## src/rtl/bit_serial_mult_unit_if.sv

```systemverilog
// Operand/product handshake bundle for bit_serial_mult_unit.
// ACCUMULATE_MODE_EN adds the in_clear operand-side signal.
interface bit_serial_mult_unit_if #(
  parameter int N = 8
);
  logic           in_valid;
  logic           in_ready;
  logic [N-1:0]   in_a;
  logic [N-1:0]   in_b;
  logic           in_signed;
  logic           out_valid;
  logic           out_ready;
  logic [2*N-1:0] out_product;
  logic           busy;
`ifdef ACCUMULATE_MODE_EN
  logic           in_clear;
`endif

  modport master (
    output in_valid, in_a, in_b, in_signed, out_ready,
`ifdef ACCUMULATE_MODE_EN
    output in_clear,
`endif
    input  in_ready, out_valid, out_product, busy
  );

  modport slave (
    input  in_valid, in_a, in_b, in_signed, out_ready,
`ifdef ACCUMULATE_MODE_EN
    input  in_clear,
`endif
    output in_ready, out_valid, out_product, busy
  );
endinterface

```

## src/rtl/bit_serial_mult_unit.sv

```systemverilog
// Handshaked serial-parallel multiplier: a held in parallel, b consumed LSB-first.
// Optional ACCUMULATE_MODE_EN turns the result register into a running accumulator.
//
// state | meaning
// IDLE  | waiting for operands, in_ready high
// RUN   | one multiplier bit per clock, N clocks
// DONE  | product presented until out_ready
module bit_serial_mult_unit #(
  parameter  int N     = 8,
  localparam int CNT_W = $clog2(N)
) (
  input logic clk,
  input logic reset_n,
  bit_serial_mult_unit_if.slave bus
);

  typedef enum logic [1:0] {IDLE, RUN, DONE} state_t;

  state_t         state, state_nxt;
  logic [N-1:0]   a_q;
  logic [N-1:0]   b_q;
  logic           sgn_q;
  logic [N:0]     part_q;
  logic [N-1:0]   low_q;
  logic [CNT_W-1:0] cnt_q;
  logic [2*N-1:0] result_q;
`ifdef ACCUMULATE_MODE_EN
  logic           clr_q;
`endif

  logic           accept;
  logic           last;
  logic [N:0]     a_ext;
  logic [N:0]     sum;
  logic [N:0]     part_nxt;
  logic [N-1:0]   low_nxt;
  logic [2*N-1:0] prod_nxt;

  assign accept = bus.in_valid & bus.in_ready;
  assign last   = (cnt_q == CNT_W'(N - 1));
  assign a_ext  = sgn_q ? {a_q[N-1], a_q} : {1'b0, a_q};

  // Signed mode weights the multiplier MSB negatively, hence the final subtract.
  always_comb begin
    sum = part_q;
    if (b_q[0]) begin
      if (sgn_q && last) sum = part_q - a_ext;
      else               sum = part_q + a_ext;
    end
  end

  // Unsigned sums may carry into bit N, so only signed mode replicates it on shift.
  assign part_nxt = {sgn_q & sum[N], sum[N:1]};
  assign low_nxt  = {sum[0], low_q[N-1:1]};
  assign prod_nxt = {part_nxt[N-1:0], low_nxt};

  always_ff @(posedge clk or negedge reset_n) begin
    if (!reset_n) state <= IDLE;
    else          state <= state_nxt;
  end

  always_comb begin
    state_nxt = state;
    case (state)
      IDLE:    if (accept) state_nxt = RUN;
      RUN:     if (last) state_nxt = DONE;
      DONE:    if (bus.out_ready) state_nxt = IDLE;
      default: state_nxt = IDLE;
    endcase
  end

  always_comb begin
    bus.in_ready  = (state == IDLE);
    bus.out_valid = (state == DONE);
    bus.busy      = (state == RUN) || (state == DONE);
  end

  always_ff @(posedge clk or negedge reset_n) begin
    if (!reset_n) begin
      a_q      <= '0;
      b_q      <= '0;
      sgn_q    <= 1'b0;
      part_q   <= '0;
      low_q    <= '0;
      cnt_q    <= '0;
      result_q <= '0;
`ifdef ACCUMULATE_MODE_EN
      clr_q    <= 1'b0;
`endif
    end else if (accept) begin
      a_q    <= bus.in_a;
      b_q    <= bus.in_b;
      sgn_q  <= bus.in_signed;
      part_q <= '0;
      low_q  <= '0;
      cnt_q  <= '0;
`ifdef ACCUMULATE_MODE_EN
      clr_q  <= bus.in_clear;
`endif
    end else if (state == RUN) begin
      part_q <= part_nxt;
      low_q  <= low_nxt;
      b_q    <= b_q >> 1;
      cnt_q  <= cnt_q + CNT_W'(1);
      if (last) begin
`ifdef ACCUMULATE_MODE_EN
        result_q <= clr_q ? prod_nxt : result_q + prod_nxt;
`else
        result_q <= prod_nxt;
`endif
      end
    end
  end

  assign bus.out_product = result_q;

endmodule

```

## src/flat_wrapper.sv

```systemverilog
// flat-port wrapper written by rule: the top's interface ports become plain ports
module bit_serial_mult_unit_flat 
#(
  parameter  int N     = 8,
  localparam int CNT_W = $clog2(N)
)
  (clk, reset_n, bus_in_valid, bus_in_a, bus_in_b, bus_in_signed, bus_out_ready, bus_in_ready, bus_out_valid, bus_out_product, bus_busy);
  bit_serial_mult_unit_if #(.N(N)) bus_i ();
  input logic clk;
  input logic reset_n;
  input wire logic [$bits(bus_i.in_valid)-1:0] bus_in_valid;
  input wire logic [$bits(bus_i.in_a)-1:0] bus_in_a;
  input wire logic [$bits(bus_i.in_b)-1:0] bus_in_b;
  input wire logic [$bits(bus_i.in_signed)-1:0] bus_in_signed;
  input wire logic [$bits(bus_i.out_ready)-1:0] bus_out_ready;
  output wire logic [$bits(bus_i.in_ready)-1:0] bus_in_ready;
  output wire logic [$bits(bus_i.out_valid)-1:0] bus_out_valid;
  output wire logic [$bits(bus_i.out_product)-1:0] bus_out_product;
  output wire logic [$bits(bus_i.busy)-1:0] bus_busy;
  assign bus_i.in_valid = bus_in_valid;
  assign bus_i.in_a = bus_in_a;
  assign bus_i.in_b = bus_in_b;
  assign bus_i.in_signed = bus_in_signed;
  assign bus_i.out_ready = bus_out_ready;
  assign bus_in_ready = bus_i.in_ready;
  assign bus_out_valid = bus_i.out_valid;
  assign bus_out_product = bus_i.out_product;
  assign bus_busy = bus_i.busy;
  bit_serial_mult_unit #(.N(N)) u_core (.clk(clk), .reset_n(reset_n), .bus(bus_i));
endmodule
```

## config.mk

```make
export PLATFORM = sky130hd
export DESIGN_NAME = bit_serial_mult_unit_flat
export DESIGN_NICKNAME = d
export VERILOG_FILES = /design/src/rtl/bit_serial_mult_unit_if.sv /design/src/rtl/bit_serial_mult_unit.sv /design/src/flat_wrapper.sv
export SDC_FILE = /design/constraint.sdc
export NUM_CORES = 1
export LEC_CHECK = 0
export CAP_MARGIN = 20
export CORE_UTILIZATION = 35
export DETAILED_ROUTE_END_ITERATION = 6
export PLACE_DENSITY = 0.66
export SYNTH_ARGS = -nofsm -noshare
export SYNTH_HDL_FRONTEND = slang
export SYNTH_SLANG_ARGS = --single-unit
export TNS_END_PERCENT = 20
```

## constraint.sdc

```tcl
create_clock -name clk -period 3.5 [get_ports clk]
set_clock_uncertainty 0.1 [all_clocks]
set_input_delay 0.525 -clock clk [delete_from_list [all_inputs] [get_ports clk]]
set_output_delay 0.525 -clock clk [all_outputs]
set_load 0.05 [all_outputs]
```

==> run summary, run 1 <==
Physical implementation

The H-tree generated during clock tree synthesis spans 2 levels. The run finished with clean final reports. The capture point of the worst path is u_core.part_q[8]. Across all checked pins, the minimum headroom to the slew limit is between 40% and 50%. The HPWL after detailed placement is approximately 4200 um. The fraction of registers with async set or reset after synthesis is 100%. TritonCTS built the clock tree. The critical setup path kind is flip-flop to flip-flop. In this design, the critical path's most frequently occurring cell is ha_1. Counting flops and latches in the post-synthesis netlist gives 54. The register with the most flip-flops in the layout has 16 of them. The final worst hold slack is 0.193 ns. The global routing report lists met2 layer usage as 24.1%. For this run, design rule violations remaining after detail routing come to 0. met3 track demand over resource after global routing is a little under 3%.

The final report lists a non-filler cell total of 425. In this run the cell area of the synthesized design comes to 0.00284 mm^2. The pre-CTS setup slack is roughly 0.45 ns. The number of design-rule violations left by the first detailed-router iteration is around 110. Per the final report, max-transition violations number 0.

Each instance of the synthesized netlist takes up on average between 9 and 10 um^2. The number of input and output port buffers inserted is 39. The CTS buffer count is 5.

The detailed router reported a total wirelength of 5780 um. Multi-input combinational cells in the finished layout were counted as 208. Based on the critical path, the design can be clocked at up to between 300 and 400 MHz. The net switching power in the latest report is 1640 uW. Per the final report, the share of cell area in clock cells is 2.88%. The largest share of the power goes to combinational logic.

The post-synthesis share of cell area spent on xor and xnor gates is slightly above 3%. By instance count after routing, the leading logic cell type is dfrtp_1. The layout report lists the non-clock buffer share of cell area as approximately 12%.

Routing resource usage on met1 recorded by global route was 19.7%. The first element of the critical path is u_core.cnt_q[0]. The total power density per cell area is 1040 mW/mm^2. The global placement routability congestion is ~0.8. The layout has 6 clock buffers.

The most frequently used cell type in the post-synthesis netlist is dfrtp_1. The number of nets in the layout is about 360. The die span in y is between 90 and 100 um.

The largest area contributor in the netlist is dfrtp_1. The internal power component is ~1900 uW. The synthesis run shows the most used standard cells to be dfrtp_1 (54), nand2_1 (47), o21ai_0 (27). The global-route usage over all layers is approximately 15%. Post-synthesis, Yosys gives the total cell area as between 0.002 and 0.003 mm^2. The maximum cell stage delay along the critical path is between 0.4 and 0.5 ns.

STA classifies the critical path endpoint as a flip-flop. The layer carrying the most global-route usage is met2. The synthesis report lists the Yosys warning total as 0. The total negative slack for setup checks is 0 ns. After clock tree synthesis, the repair step resized 0 gates. The final timing report lists a hold violation count of 0. The final cycle utilization of the critical path is roughly 87%.

The number of cells in Yosys stat is around 290. Per report_power, the combinational group accounts for between 50% and 60% of the total. The arrival time of data at the critical path endpoint is between 3 and 4 ns. The script computed the net switching share of total power as 45.9%. STA lists the startpoint of the worst register-to-register path as u_core.cnt_q[0].

Setup repair after global routing left no endpoint under its margin. For the worst-skew pair, the clock arrives at the later sink with an insertion delay of just over 0.3 ns. In this design, the largest share of critical-path delay is due to adder cells.

The distinct cell type count after synthesis is slightly above 40. Of the total synthesized cell area, the portion taken by AND, OR, NAND and NOR gates is about 15%. The number of sinks on the clock net is ~54. Cells with a size suffix above 1 make up under 10% of the layout.

Detailed routing placed a total of around 2800 um of wire on met2. Across the run, the number of max-cap violations was 0. The number of cells in the design after placement is 417.
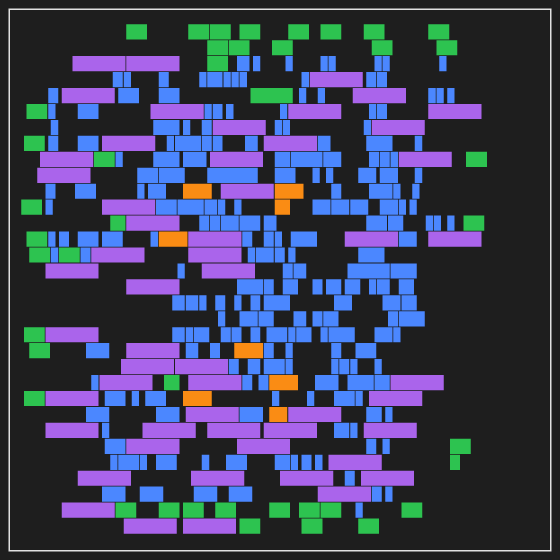
(run_1/class_map.png)
| class | color | cells | share of their area |
|---|---|---|---|
| registers | purple | 54 | 41% |
| remaining logic cells | blue | 219 | 43% |
| clock drivers and dummy loads | orange | 8 | 3.0% |
| remaining buffers and delay cells | green | 42 | 13% |
core area: 0.00781 mm^2
Std-Cell Rows: 32
post-route cell area: 0.00343 mm^2
flip-flop and latch share of the layout cell area: 39.4%
end-of-flow core utilization: 44.0%

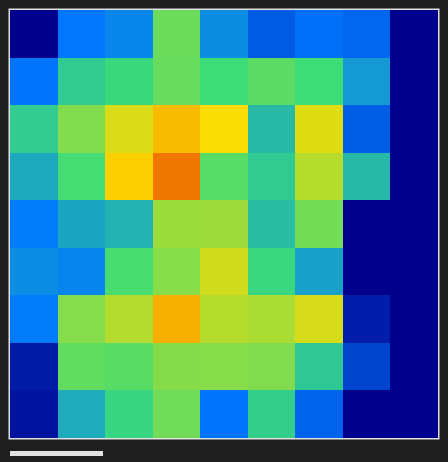
(run_1/util_map.png)
Bar = 20 um. The die is cut into 9 by 9 equal tiles; dark blue is low, red is high, 0 to 100% covered.
mean over tiles: 39%
nearly empty tiles: 16%
fullest tile: 86%
floorplan-stage core utilization: 36.4%

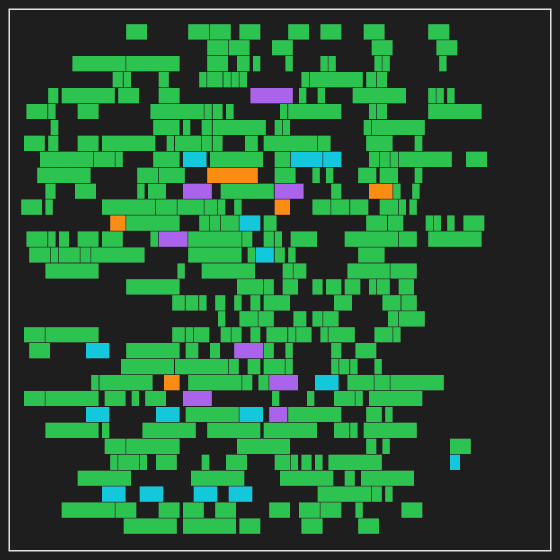
(run_1/sizing.png)
| size | color | cells |
|---|---|---|
| x3 and x4 | orange | 5 |
| x1 and smaller | green | 295 |
| x6 and larger | purple | 8 |
| x2 | cyan | 15 |
area added between synthesis and finish: 20.7%
buffers outside the clock class: 42
final worst slack: 0.443 ns

--- run 2 (diff from run 1) ---
--- a/config.mk
+++ b/config.mk
@@ -9,6 +9,7 @@
 export CORE_UTILIZATION = 35
 export DETAILED_ROUTE_END_ITERATION = 6
 export PLACE_DENSITY = 0.66
+export SLEW_MARGIN = 20
 export SYNTH_ARGS = -nofsm -noshare
 export SYNTH_HDL_FRONTEND = slang
 export SYNTH_SLANG_ARGS = --single-unit
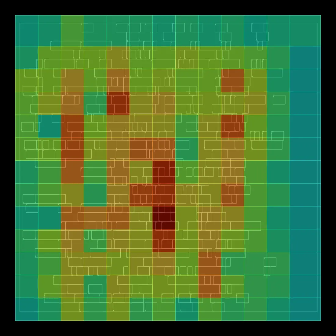
(run_2/congestion_map.png)
met1 track utilization from global routing: 19.7%
GR met2 Demand/Resource: 24.1%

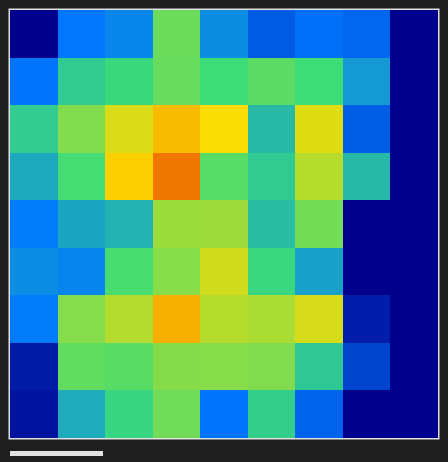
(run_2/util_map.png)
Bar = 20 um. The die is cut into 9 by 9 equal tiles; dark blue is low, red is high, 0 to 100% covered.
fullest tile: 86%
nearly empty tiles: 16%
emptiest ninth of the die: lower right
tiles over 75% full: 4.9%
mean over tiles: 39%

==> run 2 against run 1 <==
Clock-buffer cell count unchanged. Non-clock buffer count stayed put. Fmax is the same. Combinational power is essentially flat. Area after synthesis did not move. Worst hold slack unchanged. Die area stayed put. Synthesized cell count unchanged. Cell count unchanged. Via count stayed put. Sequential share of layout area is the same. Critical path type unchanged. Critical endpoint unchanged.
==> run summary, run 2 <==
Physical implementation

dfrtp_1 takes more of the synthesized area than any other cell. The area figure in the yosys stat output is 0.00284 mm^2. The switching component of the power is around 1600 uW. The final worst hold slack is 0.193 ns. The total detailed-routing wirelength is a little under 6000 um.

The area of the mapped netlist is 0.00284 mm^2. Per the breakdown, switching nets consume 45.9% of all power. For this design, Yosys synthesis ends with a cell count of between 200 and 300.

The largest buffer count on any clock path is 2. The fraction of registers with async set or reset after synthesis is 100%. The clock tree from TritonCTS is done. Warnings reported by Yosys during synthesis add up to 0. The number of nets in the layout is 358. The critical setup path kind is flip-flop to flip-flop. The final worst-path setup slack is around 0.44 ns. The final-layout clock buffer total is 6.

The worst setup path is captured at a flip-flop. Per report_power, the combinational group accounts for between 50 and 60% of the total. In this run, flip-flops and latches consume between 30 and 40% of the power.

The number of design-rule violations left by the first detailed-router iteration is roughly 110. The number of max-capacitance violations reported is 0. Dividing total power by cell area gives a power density of approximately 1000 mW/mm^2.

Ranked by instance count, the synthesized netlist is headed by dfrtp_1 (54), nand2_1 (47), o21ai_0 (27). The total negative slack for setup checks is 0 ns. The layout has about 42 buffers outside the clock class.

The number of gates resized after CTS is 0. The most frequently used cell type in the post-synthesis netlist is dfrtp_1. Measured along the y axis, the die boundary spans just over 90 um. The met3 demand-to-capacity share in global routing is approximately 2.9%. Once layout is done, the placed cells without fillers occupy approximately 0.0034 mm^2. The initialized floorplan defines 32 standard-cell rows.

The register share of the cell area is 39.4%. The max-slew headroom at the worst pin is 45.5%. After synthesis, the netlist uses slightly above 40 different library cells. The number of standard cells in the layout, taps in and fillers out is between 400 and 500. The longest incremental delay of any stage on the critical path is reported as between 0.4 and 0.5 ns.

The number of cells in the design after placement is about 420. The mean cell area of the mapped netlist is about 9.9 um^2. RePlAce ended its routability-driven mode at a weighted congestion of roughly 0.8. Setup repair after global routing left no endpoint under its margin. Broken down by cell family, the worst path's largest delay share belongs to adder cells. The number of logic gates is approximately 210.

The layout summary lists the proportion of cells stronger than drive strength 1 as ~8.7%. The DRC violation total left in the routed layout is recorded as 0. The count of state elements after synthesis is 54. The flow reports an fmax of 327 MHz. The critical path goes through ha_1, ha_1, nand2_1, mux2i_1, fa_1, a211oi_1, o21ai_0, nand3_1, nand3_2, or2_1, nor4b_4. The most common logic cell in the final layout is dfrtp_1. In the power breakdown, the biggest contributor is combinational logic. The detailed router reports a met2 wire length of 2830 um. The arrival time of data at the critical path endpoint is about 3.2 ns. The layer carrying the most global-route usage is met2. The number of sinks on the clock net is 54. The core occupancy in the finished layout is 44.0%. The clock network contribution to total cell area is under 10%.

The floorplan-stage core utilization is 36.4%. The final-report hold violation count is 0. Clock tree synthesis inserted a total of 5 buffers. Per STA, the library cell used most along the worst path is ha_1. Buffers outside the clock tree occupy about an eighth of the routed design's cell area. The launch point of the critical path was reported as u_core.cnt_q[0]. Timing analysis after detailed placement gives a worst setup slack of around 0.45 ns. The internal power component is 1940 uW. The insertion delay to the later sink of the worst-skew pair is 0.31 ns.

The area growth from synthesis to layout is 20.7%. The flow ran to the end, and the final reports show no timing, DRC or antenna violations. The worst path uses between 80 and 90% of the clock period. Summing the areas of all and, or, nand and nor instances in the mapped netlist gives between 10 and 15% of the synthesized area.
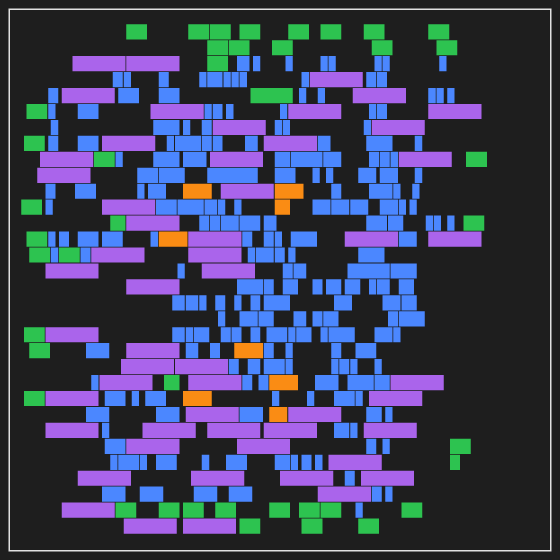
(run_2/class_map.png)
| class | color | cells | share of their area |
|---|---|---|---|
| remaining logic cells | blue | 219 | 43% |
| clock drivers and dummy loads | orange | 8 | 3.0% |
| remaining buffers and delay cells | green | 42 | 13% |
| registers | purple | 54 | 41% |

No activity file was given, so power comes from the tool's default toggle rates.
